<file path="src/rtl/inst_mem_pkg.sv">
// rtl/inst_mem_pkg.sv - shared types and constants for the loadable instruction memory
//
// Purpose : FSM state encoding, fault codes and the loaded-word counter
//           width helper used by the interface and the top module.
// Ports   : none (package).
package inst_mem_pkg;

  typedef enum logic [1:0] {
    IDLE = 2'd0,
    LOAD = 2'd1,
    RUN  = 2'd2
  } state_t;

  localparam logic [1:0] FLT_NONE     = 2'b00;
  localparam logic [1:0] FLT_MISALIGN = 2'b01;
  localparam logic [1:0] FLT_RANGE    = 2'b10;

  // Width able to hold every count from 0 to depth inclusive.
  function automatic int cnt_w(input int depth);
    return $clog2(depth + 1);
  endfunction

endpackage

</file>
<file path="src/rtl/inst_mem_loadable_if.sv">
// rtl/inst_mem_loadable_if.sv - load handshake and fetch bus of the instruction memory
//
// Purpose : bundles the image-load handshake and the IF-stage fetch port.
// Modports:
//   master - loader/core side: drives load_start, load_valid, load_data,
//            load_last, pc, fetch_req, stall; observes load_ready,
//            loaded_words, instruction, instr_valid, fault, busy.
//   slave  - memory side, directions reversed.
interface inst_mem_loadable_if
  import inst_mem_pkg::*;
#(
  parameter int DATA_W = 32,
  parameter int DEPTH  = 64,
  parameter int ADDR_W = 32
);

  localparam int CNT_W = cnt_w(DEPTH);

  logic              load_start;
  logic              load_valid;
  logic [DATA_W-1:0] load_data;
  logic              load_last;
  logic              load_ready;
  logic [CNT_W-1:0]  loaded_words;
  logic [ADDR_W-1:0] pc;
  logic              fetch_req;
  logic              stall;
  logic [DATA_W-1:0] instruction;
  logic              instr_valid;
  logic [1:0]        fault;
  logic              busy;

  modport master (
    output load_start, load_valid, load_data, load_last, pc, fetch_req, stall,
    input  load_ready, loaded_words, instruction, instr_valid, fault, busy
  );

  modport slave (
    input  load_start, load_valid, load_data, load_last, pc, fetch_req, stall,
    output load_ready, loaded_words, instruction, instr_valid, fault, busy
  );

endinterface

</file>
<file path="src/rtl/inst_mem_array.sv">
// rtl/inst_mem_array.sv - DEPTH x DATA_W storage, one write port, one registered read port
//
// Purpose : instruction word storage; contents are never reset.
// Ports   :
//   clk   in  rising-edge clock
//   we    in  write enable
//   waddr in  write word index
//   wdata in  write data
//   re    in  read enable; rdata holds its value while low
//   raddr in  read word index
//   rdata out registered read data
module inst_mem_array #(
  parameter int DATA_W = 32,
  parameter int DEPTH  = 64,
  parameter int AW     = 6
) (
  input  logic              clk,
  input  logic              we,
  input  logic [AW-1:0]     waddr,
  input  logic [DATA_W-1:0] wdata,
  input  logic              re,
  input  logic [AW-1:0]     raddr,
  output logic [DATA_W-1:0] rdata
);

  logic [DATA_W-1:0] mem [DEPTH];

  always_ff @(posedge clk) begin
    if (we) begin
      mem[waddr] <= wdata;
    end
    if (re) begin
      rdata <= mem[raddr];
    end
  end

endmodule

</file>
<file path="src/rtl/inst_mem_loadable.sv">
// rtl/inst_mem_loadable.sv - run-time loadable instruction memory with faulting fetch port
//
// Purpose : accepts an instruction image through a sequential load
//           handshake, then serves registered fetches with misaligned and
//           out-of-range fault reporting.
// Ports   :
//   clk  in  rising-edge clock
//   rst  in  asynchronous active-high reset
//   bus  slave modport of inst_mem_loadable_if (load handshake + fetch port)
module inst_mem_loadable
  import inst_mem_pkg::*;
#(
  parameter int              DATA_W    = 32,
  parameter int              DEPTH     = 64,
  parameter int              ADDR_W    = 32,
  parameter int              BYTE_ADDR = 1,
  parameter logic [DATA_W-1:0] NOP_WORD = 32'h0000_0000
) (
  input logic               clk,
  input logic               rst,
  inst_mem_loadable_if.slave bus
);

  localparam int CNT_W = cnt_w(DEPTH);
  localparam int AW    = (DEPTH > 1) ? $clog2(DEPTH) : 1;
  localparam int CMP_W = (ADDR_W > CNT_W) ? ADDR_W : CNT_W;

  state_t           state, state_n;
  // The write pointer doubles as the loaded word count: every accepted
  // word advances both, and both restart together.
  logic [CNT_W-1:0] wptr, wptr_n;
  logic [CNT_W-1:0] base_ptr;
  logic             in_load, in_run;
  logic             accept, done;

  assign in_load = (state == LOAD);
  assign in_run  = (state == RUN);

  assign bus.load_ready   = in_load;
  assign bus.busy         = !in_run;
  assign bus.loaded_words = wptr;

  // A load_start seen in LOAD restarts the image; a word offered in the
  // same cycle lands at index 0.
  assign base_ptr = bus.load_start ? '0 : wptr;
  assign accept   = in_load && bus.load_valid;
  assign done     = accept && (bus.load_last || (base_ptr == CNT_W'(DEPTH - 1)));

  always_ff @(posedge clk or posedge rst) begin
    if (rst) begin
      state <= IDLE;
      wptr  <= '0;
    end else begin
      state <= state_n;
      wptr  <= wptr_n;
    end
  end

  always_comb begin
    state_n = state;
    wptr_n  = wptr;
    case (state)
      IDLE: begin
        if (bus.load_start) begin
          state_n = LOAD;
          wptr_n  = '0;
        end
      end
      LOAD: begin
        wptr_n = base_ptr + CNT_W'(accept);
        if (done) begin
          state_n = RUN;
        end
      end
      RUN: begin
        if (bus.load_start) begin
          state_n = LOAD;
          wptr_n  = '0;
        end
      end
      default: begin
        state_n = IDLE;
        wptr_n  = '0;
      end
    endcase
  end

  // Fetch decode. The full index is compared against the count so that
  // high pc bits can never alias onto a loaded word.
  logic [ADDR_W-1:0] widx;
  logic              misaligned, out_range, serve;
  logic [1:0]        flt;

  assign widx       = (BYTE_ADDR != 0) ? (bus.pc >> 2) : bus.pc;
  assign misaligned = (BYTE_ADDR != 0) && (bus.pc[1:0] != 2'b00);
  assign out_range  = CMP_W'(widx) >= CMP_W'(wptr);
  assign flt        = misaligned ? FLT_MISALIGN : (out_range ? FLT_RANGE : FLT_NONE);
  // A reload requested in the same cycle takes precedence over the fetch.
  assign serve      = in_run && bus.fetch_req && !bus.load_start;

  logic [DATA_W-1:0] rdata;
  logic              valid_q, use_mem_q;
  logic [1:0]        fault_q;

  inst_mem_array #(
    .DATA_W (DATA_W),
    .DEPTH  (DEPTH),
    .AW     (AW)
  ) u_array (
    .clk   (clk),
    .we    (accept),
    .waddr (base_ptr[AW-1:0]),
    .wdata (bus.load_data),
    .re    (serve && !bus.stall),
    .raddr (widx[AW-1:0]),
    .rdata (rdata)
  );

  // use_mem_q selects the array read register; it is cleared for faults
  // and idle cycles so the output shows NOP_WORD without resetting storage.
  always_ff @(posedge clk or posedge rst) begin
    if (rst) begin
      valid_q   <= 1'b0;
      fault_q   <= FLT_NONE;
      use_mem_q <= 1'b0;
    end else if (!bus.stall) begin
      if (serve) begin
        valid_q   <= 1'b1;
        fault_q   <= flt;
        use_mem_q <= (flt == FLT_NONE);
      end else begin
        valid_q   <= 1'b0;
        fault_q   <= FLT_NONE;
        use_mem_q <= 1'b0;
      end
    end
  end

  assign bus.instruction = use_mem_q ? rdata : NOP_WORD;
  assign bus.instr_valid = valid_q;
  assign bus.fault       = fault_q;

endmodule

</file>
<file path="src/flat_wrapper.sv">
// flat-port wrapper written by rule: the top's interface ports become plain ports
module inst_mem_loadable_flat import inst_mem_pkg::*;
#(
  parameter int              DATA_W    = 32,
  parameter int              DEPTH     = 64,
  parameter int              ADDR_W    = 32,
  parameter int              BYTE_ADDR = 1,
  parameter logic [DATA_W-1:0] NOP_WORD = 32'h0000_0000
)
  (clk, rst, bus_load_start, bus_load_valid, bus_load_data, bus_load_last, bus_pc, bus_fetch_req, bus_stall, bus_load_ready, bus_loaded_words, bus_instruction, bus_instr_valid, bus_fault, bus_busy);
  inst_mem_loadable_if #(.DATA_W(DATA_W), .DEPTH(DEPTH), .ADDR_W(ADDR_W)) bus_i ();
  input logic clk;
  input logic rst;
  input wire logic [$bits(bus_i.load_start)-1:0] bus_load_start;
  input wire logic [$bits(bus_i.load_valid)-1:0] bus_load_valid;
  input wire logic [$bits(bus_i.load_data)-1:0] bus_load_data;
  input wire logic [$bits(bus_i.load_last)-1:0] bus_load_last;
  input wire logic [$bits(bus_i.pc)-1:0] bus_pc;
  input wire logic [$bits(bus_i.fetch_req)-1:0] bus_fetch_req;
  input wire logic [$bits(bus_i.stall)-1:0] bus_stall;
  output wire logic [$bits(bus_i.load_ready)-1:0] bus_load_ready;
  output wire logic [$bits(bus_i.loaded_words)-1:0] bus_loaded_words;
  output wire logic [$bits(bus_i.instruction)-1:0] bus_instruction;
  output wire logic [$bits(bus_i.instr_valid)-1:0] bus_instr_valid;
  output wire logic [$bits(bus_i.fault)-1:0] bus_fault;
  output wire logic [$bits(bus_i.busy)-1:0] bus_busy;
  assign bus_i.load_start = bus_load_start;
  assign bus_i.load_valid = bus_load_valid;
  assign bus_i.load_data = bus_load_data;
  assign bus_i.load_last = bus_load_last;
  assign bus_i.pc = bus_pc;
  assign bus_i.fetch_req = bus_fetch_req;
  assign bus_i.stall = bus_stall;
  assign bus_load_ready = bus_i.load_ready;
  assign bus_loaded_words = bus_i.loaded_words;
  assign bus_instruction = bus_i.instruction;
  assign bus_instr_valid = bus_i.instr_valid;
  assign bus_fault = bus_i.fault;
  assign bus_busy = bus_i.busy;
  inst_mem_loadable #(.DATA_W(DATA_W), .DEPTH(DEPTH), .ADDR_W(ADDR_W), .BYTE_ADDR(BYTE_ADDR), .NOP_WORD(NOP_WORD)) u_core (.clk(clk), .rst(rst), .bus(bus_i));
endmodule
</file>
<file path="config.mk">
export PLATFORM = sky130hd
export DESIGN_NAME = inst_mem_loadable_flat
export DESIGN_NICKNAME = d
export VERILOG_FILES = /design/src/rtl/inst_mem_pkg.sv /design/src/rtl/inst_mem_loadable_if.sv /design/src/rtl/inst_mem_array.sv /design/src/rtl/inst_mem_loadable.sv /design/src/flat_wrapper.sv
export SDC_FILE = /design/constraint.sdc
export NUM_CORES = 2
export LEC_CHECK = 0
export CAP_MARGIN = 10
export CORE_MARGIN = 2
export CORE_UTILIZATION = 55
export CTS_CLUSTER_SIZE = 30
export DETAILED_ROUTE_END_ITERATION = 8
export GPL_TIMING_DRIVEN = 0
export HOLD_SLACK_MARGIN = 0.05
export PLACE_DENSITY = 0.76
export SLEW_MARGIN = 5
export SYNTH_ARGS = -nofsm -noshare
export SYNTH_HDL_FRONTEND = slang
export SYNTH_HIERARCHICAL = 1
export SYNTH_SLANG_ARGS = --single-unit
</file>
<file path="constraint.sdc">
create_clock -name clk -period 4.9 [get_ports clk]
set_clock_uncertainty 0.05 [all_clocks]
set_input_delay 0.49 -clock clk [delete_from_list [all_inputs] [get_ports clk]]
set_output_delay 0.49 -clock clk [all_outputs]
set_load 0.05 [all_outputs]
</file>
### Signal wires by layer

Scale: 1.5 px per µm. Two of the layers only.
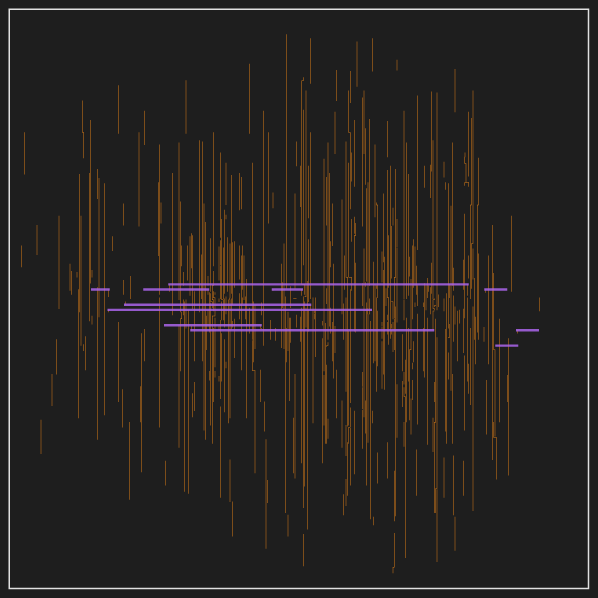
Key: metal 4 = orange [wire length 17400 µm]; metal 5 = purple [wire length 835 µm]

### The metal 2 layer

Scale: 1 px per µm.
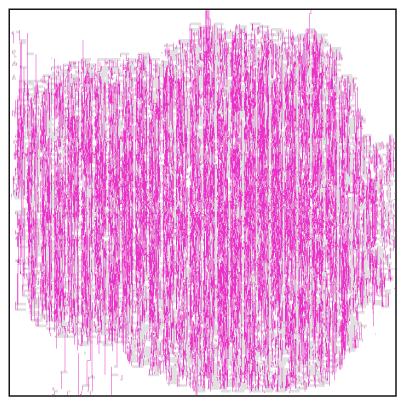
The layer carries 109 mm of wire. The longest straight run is 150 µm. 3728 nets have wire on it. The wires run mostly vertical.

### Wires at chosen ports, followed through buffers

Scale: 1 px per µm.
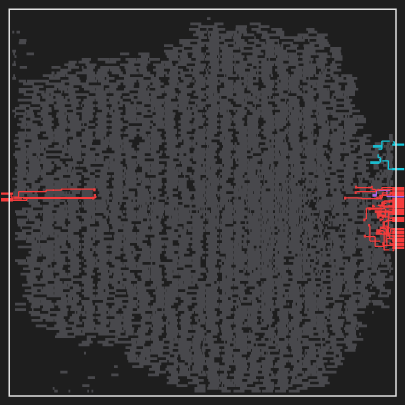
Key: `bus_instruction` = red [direction output, edge 29 right, 3 left, end cells 32, buffers 32, wire 954 µm]; `bus_fault` = cyan [direction output, edge right, end cells 2, buffers 2, wire 57.9 µm]; `bus_load_valid` = purple [direction input, edge right, end cells 2, buffers 1, wire 36.6 µm]

### Layout detail

Region (279, 279) to (299, 299) µm. Cells in gray, sequential cells in the stronger gray; small squares are vias.
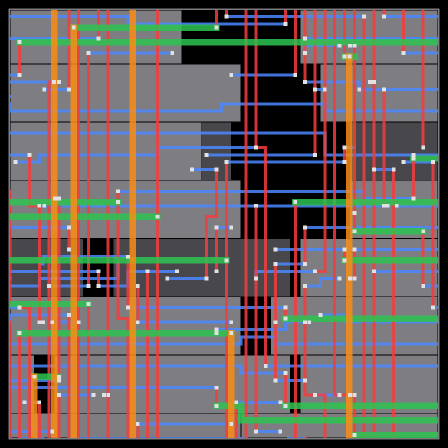
Key: metal 4 = orange; metal 2 = red; metal 1 = blue; metal 3 = green
Most frequent: edfxtp_1 (10), clkinv_1 (1), mux4_2 (1). 12 logic cells have their middle in the window. Sequential cells in the window: 10. Netlist names of flops here include `u_core/u_array/mem` (10).

==> out/metrics.cfg <==
[status]
outcome = finished with violations
violations = design-rule violations, negative setup slack

[timing]
tns_ns = -0.02850
finalHoldViolCount = 0
fmax_mhz = 202.9
period_needed_ns = 4.928
layout_setup_ws_ns = -0.02850
worstMarginPinSlew_ns = 1.452
period_used_pct = 100.6
drv_slew = 0
hold_ws_ns = 0.06764
slew_headroom_pct = 3.184
rsz0062_at_grt = false
finalSetupViolCount = 1

[logic_synthesis]
synth_top_cell_by_count = edfxtp_1
ys_seq_share_pct = 78.54
ys_sh_xor_pct = 0.04383
ys_types = 53
ys_sh_aoi_pct = 1.822
synth.top_cells.by_count = 2080 x edfxtp_1, 544 x mux4_2, 142 x nor2_1
adder_share_pct = 0.1409
synthArstFlopShare_pct = 0.6211
edf_count = 2080
synth_flop_count = 2093
syn_area_mm2 = 0.07994
yosys_warnings = 6
netlist_instances = 3455
largest_area_cell = edfxtp_1
flop_cell = edfxtp_1
simple_gate_share_pct = 1.761
synthTopLogicFamily = multiplexers
ys_cells = 3455
top_cells_by_area = edfxtp_1 78%, mux4_2 15%, mux2i_1 1.2%
fp_nets = 3535
yosys.stat.chipArea_mm2 = 0.07994

[final_layout]
num-clock-buffers = 247
logic_area_mm2 = 0.01667
n_all_buffers = 434
seqCellArea_mm2 = 0.06279
dominant_cells = registers
design_area_mm2 = 0.09265
diodes = 11
flops = 2093
final_cells = 5987
clk_share_pct = 6.800
combAreaFraction_pct = 17.99
comb_cells = 1163
fill_cells = 8940
buf_share_pct = 4.797
utilization_pct = 64.34
nNonClkInverters = 11

[worst_hold_path]
hold_path_end = u_core/u_array/mem[38][9]
min-delay-start = bus_load_data[9]
hold_path_depth = 1
holdCritPathClass = in -> reg

[power]
peakVddDrop_v = 0.0003402
powerComb_w = 0.00228
p_leak_nw = 28.94
power_clock_w = 0.0150
p_comb_share_pct = 6.1
internal_power_w = 0.02888
p_seq_w = 0.0198
swShare_pct = 22.18
finalPower_w = 0.03711
power_density_mw_per_mm2 = 400.5
clock_power_share_pct = 40.5
switchingPower_w = 0.008229
power.group.top = sequential cells
seqPwrFrac_pct = 53.4

[floorplanning]
fp_util_pct = 55.51
die_h_um = 385.2
dieArea_mm2 = 0.1484
num_rows = 139
ios = 115
n_tap_cell = 1903
fp.coreArea_mm2 = 0.1440

[drt]
wl_met2_mm = 109.2
vias = 42650
routed.top_layer = met5
drc_errors = 9
avgViaCountPerCell = 7.123
wl_per_cell_um = 40.34
drtAntennaViolNets = 0
initialDrtViolationCount = 8382
wl_met3_mm = 36.52
dr.pass1.iters = 9
wirelength_mm = 241.5
wl_met1_mm = 77.60

[flow_run]
warning_count = 27
drv_cap = 0

[cts]
ctsHoldBuffers = 18
h-tree-depth = 4
cts_buffers = 200
clk_path_buf_depth = 3
post_cts_buffers = 0
cts.clk_slew.worst_paths_ns = 0.06
tritoncts = built
cts_resized = 0
cts_root_buf = clkbuf_16
clock-sinks = 2093
worstSkewPairLatency_ns = 0.82

[setup_path]
r2r_slack_ns = 0.64
critPathRequiredTime_ns = 5.39
cp_common_cell = buf_2
cpPeakStageDelay_ns = 0.89
endpoint_kind = flop
endpoint = u_core/u_array/rdata[15]
crit_start = bus_pc[3]
worstPathArrival_ns = 5.42
reg2reg_from = u_core/state[0]
cp-start-kind = input port
crit_family = buffers and inverters
worstPathMaxFanout = 10
critPathSlowestCell = buf_1
path_class = in -> reg
worst_r2r_endpoint = u_core/u_array/mem[62][14]
path_buffers = 5

[place]
place_ws_ns = -0.4965
dp_cells = 5584
post-dp-hpwl_mm = 151.6
gp_congestion = 1.004

[global_route]
grt_use_total_pct = 32.82
met1_usage_pct = 42.00
grt_pass1_vias = 41680
met3_usage_pct = 11.08
grtUsageMet2_pct = 49.28
antenna_found_initial = 15
busiest_layer = met2
grt_max_degree = 61
grt-ovfl-total = 0
grt_pass1_wl_mm = 327.6

-- cell usage in the layout, fill, tap and decap left out, types with 68 or more instances in the layout --
cell	synthesis	layout
nor2_1	142	80
buf_12	0	83
buf_2	58	91
clkdlybuf4s50_1	0	81
mux4_2	544	544
clkbuf_1	77	121
a21oi_1	68	68
clkbuf_16	0	202
o22ai_1	85	85
mux2i_1	93	93
edfxtp_1	2080	2080
-- flip-flops by register name, indices dropped and copies added, names as in the netlist --
| register | cells |
|---|---|
| u_core/state | 2 |
| u_core/bus.loaded_words | 7 |
| u_core/u_array/rdata | 32 |
| u_core/use_mem_q | 1 |
| u_core/u_array/mem | 2048 |
| u_core/bus.fault | 2 |
| u_core/bus.instr_valid | 1 |
